### src/rtl/if_pkg.sv
// Shared types and constants for the instruction-fetch stage.
package if_pkg;

  typedef enum logic [1:0] {
    IDLE,
    REQ,
    WAIT,
    DROP
  } fetch_state_e;

  typedef struct packed {
    logic [31:0] pc;
    logic [31:0] instr;
  } fetch_entry_t;

  localparam logic [31:0] NOP_INSTR_DEFAULT = 32'h0000_0013;
  localparam logic [31:0] RESET_PC_DEFAULT  = 32'h0000_0000;

  function automatic logic [31:0] word_align(input logic [31:0] addr);
    return addr & 32'hFFFF_FFFC;
  endfunction

endpackage

### src/rtl/fetch_buf.sv
// Two-entry FIFO of {pc, instr} sitting between instruction memory and IF/ID.
module fetch_buf
  import if_pkg::*;
(
  input  logic        clk,
  input  logic        rstn,
  input  logic        push,
  input  logic        pop,
  input  logic        flush,
  input  logic [31:0] push_pc,
  input  logic [31:0] push_instr,
  output logic [1:0]  count,
  output logic [31:0] head_pc,
  output logic [31:0] head_instr
);

  fetch_entry_t mem [2];
  logic         rd_ptr;
  logic         wr_ptr;
  logic         do_push;
  logic         do_pop;

  // Flush wins over both push and pop, so a redirect never leaves a stale word behind.
  assign do_push = push & ~flush & (count != 2'd2);
  assign do_pop  = pop & ~flush & (count != 2'd0);

  always_ff @(posedge clk) begin
    if (!rstn) begin
      count  <= 2'd0;
      rd_ptr <= 1'b0;
      wr_ptr <= 1'b0;
    end else if (flush) begin
      count  <= 2'd0;
      rd_ptr <= 1'b0;
      wr_ptr <= 1'b0;
    end else begin
      if (do_push) wr_ptr <= ~wr_ptr;
      if (do_pop)  rd_ptr <= ~rd_ptr;
      count <= count + {1'b0, do_push} - {1'b0, do_pop};
    end
  end

  always_ff @(posedge clk) begin
    if (do_push) begin
      mem[wr_ptr].pc    <= push_pc;
      mem[wr_ptr].instr <= push_instr;
    end
  end

  assign head_pc    = mem[rd_ptr].pc;
  assign head_instr = mem[rd_ptr].instr;

endmodule

### src/rtl/if_fetch_unit.sv
// Instruction-fetch stage: owns the PC, keeps one memory read in flight and feeds IF/ID.
module if_fetch_unit
  import if_pkg::*;
#(
  parameter logic [31:0] RESET_PC  = RESET_PC_DEFAULT,
  parameter logic [31:0] NOP_INSTR = NOP_INSTR_DEFAULT
) (
  input  logic        clk,
  input  logic        rstn,
  input  logic        freeze,
  input  logic        redirect_valid,
  input  logic [31:0] redirect_pc,
  output logic        imem_req,
  output logic [31:0] imem_addr,
  input  logic        imem_gnt,
  input  logic        imem_rvalid,
  input  logic [31:0] imem_rdata,
  output logic [31:0] pc_out,
  output logic [31:0] instr_out,
  output logic        instr_valid
);

  fetch_state_e state;
  logic [31:0]  fetch_pc;
  logic [31:0]  redirect_word;
  logic [1:0]   count;
  logic [31:0]  head_pc;
  logic [31:0]  head_instr;
  logic         handshake;
  logic         push;
  logic         pop;

  assign redirect_word = word_align(redirect_pc);

  // Requests are held back while the buffer is full so a returning word always has room.
  assign imem_req  = (state == REQ) && (count != 2'd2);
  assign imem_addr = fetch_pc;
  assign handshake = imem_req & imem_gnt;

  assign instr_valid = (count != 2'd0);
  assign pop         = instr_valid & ~freeze & ~redirect_valid;
  assign push        = (state == WAIT) & imem_rvalid & ~redirect_valid;

  assign pc_out    = instr_valid ? head_pc : 32'h0000_0000;
  assign instr_out = instr_valid ? head_instr : NOP_INSTR;

  fetch_buf u_fetch_buf (
    .clk        (clk),
    .rstn       (rstn),
    .push       (push),
    .pop        (pop),
    .flush      (redirect_valid),
    .push_pc    (fetch_pc),
    .push_instr (imem_rdata),
    .count      (count),
    .head_pc    (head_pc),
    .head_instr (head_instr)
  );

  // DROP swallows the one response still owed by memory after a redirect.
  always_ff @(posedge clk) begin
    if (!rstn) begin
      state    <= IDLE;
      fetch_pc <= RESET_PC;
    end else begin
      case (state)
        IDLE: begin
          state <= REQ;
          if (redirect_valid) fetch_pc <= redirect_word;
        end
        REQ: begin
          if (redirect_valid) begin
            fetch_pc <= redirect_word;
            state    <= handshake ? DROP : REQ;
          end else if (handshake) begin
            state <= WAIT;
          end
        end
        WAIT: begin
          if (redirect_valid) begin
            fetch_pc <= redirect_word;
            state    <= imem_rvalid ? REQ : DROP;
          end else if (imem_rvalid) begin
            fetch_pc <= fetch_pc + 32'd4;
            state    <= REQ;
          end
        end
        DROP: begin
          if (redirect_valid) fetch_pc <= redirect_word;
          if (imem_rvalid) state <= REQ;
        end
        default: state <= IDLE;
      endcase
    end
  end

endmodule
### config.mk
export PLATFORM = sky130hd
export DESIGN_NAME = if_fetch_unit
export DESIGN_NICKNAME = d
export VERILOG_FILES = /design/src/rtl/if_pkg.sv /design/src/rtl/fetch_buf.sv /design/src/rtl/if_fetch_unit.sv
export SDC_FILE = /design/constraint.sdc
export NUM_CORES = 1
export LEC_CHECK = 0
export ABC_CLOCK_PERIOD_IN_PS = 6780
export CORE_MARGIN = 4
export CORE_UTILIZATION = 45
export DETAILED_ROUTE_END_ITERATION = 10
export PLACE_DENSITY = 0.74
export SETUP_SLACK_MARGIN = 0.05
export SKIP_LAST_GASP = 1
export SLEW_MARGIN = 20
export SYNTH_ARGS = -nofsm -noshare
export SYNTH_HDL_FRONTEND = slang
export SYNTH_SLANG_ARGS = --single-unit
### constraint.sdc
create_clock -name clk -period 6.78 [get_ports clk]
set_input_delay 2.034 -clock clk [delete_from_list [all_inputs] [get_ports clk]]
set_output_delay 2.034 -clock clk [all_outputs]
set_load 0.05 [all_outputs]
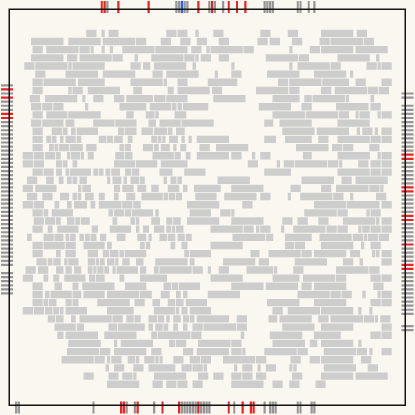
pinout.png
Scale: 3 px per µm. Pins as bars across the die edge, other pins in gray.
Red stands for pc_out, pins 32, direction output, edge 10 bottom, 9 top, 9 right, 4 left. Blue stands for freeze, pins 1, direction input, edge top.
All pins by edge: 56 right, 51 left, 35 bottom, 26 top.

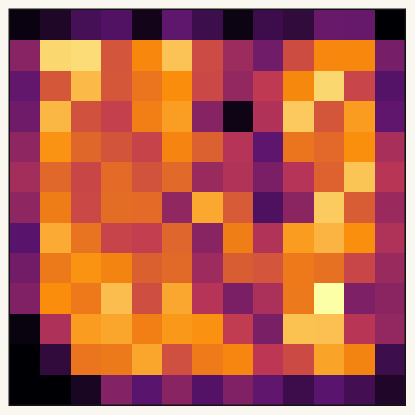
util_map.png
Scale: 3 px per µm. 13 x 13 tiles, from black (low) to pale yellow (high), 0 to 100% covered.
19% of the tiles are over 75% full. The mean over all tiles is 52%. 2.4% of the tiles are nearly empty.

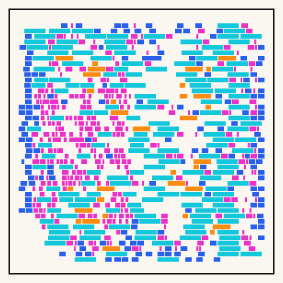
class_map.png
Scale: 2 px per µm.
Blue stands for remaining buffers and delay cells, cells 168, share of their area 19%. Cyan stands for registers, cells 161, share of their area 50%. Magenta stands for remaining logic cells, cells 341, share of their area 25%. Orange stands for clock drivers and dummy loads, cells 32, share of their area 6.3%.

==> impl_metrics.py <==
# Flow results
metrics = {
    "global_routing": {
        "grtUsageTotal_pct": 18.7,
        "grt.busiest_layer": "met2",
        "grtUsageMet2_pct": 30.6,
    },
    "setup_path": {
        "path_cells": "nor2_4 -> buf_4 -> nor2_1 -> clkdlybuf4s50_1",
        "crit_cells": 4,
        "cp-endpoint": "pc_out[30]",
        "critPathTopFamily": "buffers and inverters",
        "cp_slowest_cell": "clkdlybuf4s50_1",
        "reg2reg_to": "u_fetch_buf.mem[0][17]",
        "cp.arrival_ns": 2.67,
    },
    "final_layout": {
        "nNetsFinal": 762,
        "final_util_pct": 62.1,
        "drive_above_1_share_pct": 7.55,
        "inverters": 8,
        "final_area_um2": 9160,
        "seq_share_pct": 48.8,
        "top_register": "u_fetch_buf.mem",
    },
    "yosys": {
        "edf_count": 124,
        "area_leaders": "edfxtp_1 54%, dfxtp_1 11%, mux2i_1 9.2%",
        "ys_sh_aoi_pct": 8.09,
        "synth_adder_area_share_pct": 0.547,
    },
    "final_timing": {
        "finalSetupViolCount": 0,
        "finalCriticalPeriod_ns": 4.70,
        "timing.final.crit_share_pct": 69.4,
    },
    "detailed_routing": {
        "top_layer": "met4",
    },
    "power": {
        "p_switching_uw": 550,
        "p_comb_share_pct": 8.1,
    },
    "outcome": {
        "status": "complete, no violations",
    },
    "clock_tree": {
        "clock_sinks": 161,
    },
}
Power figures rest on the tool's default switching activity, not on a simulated workload.
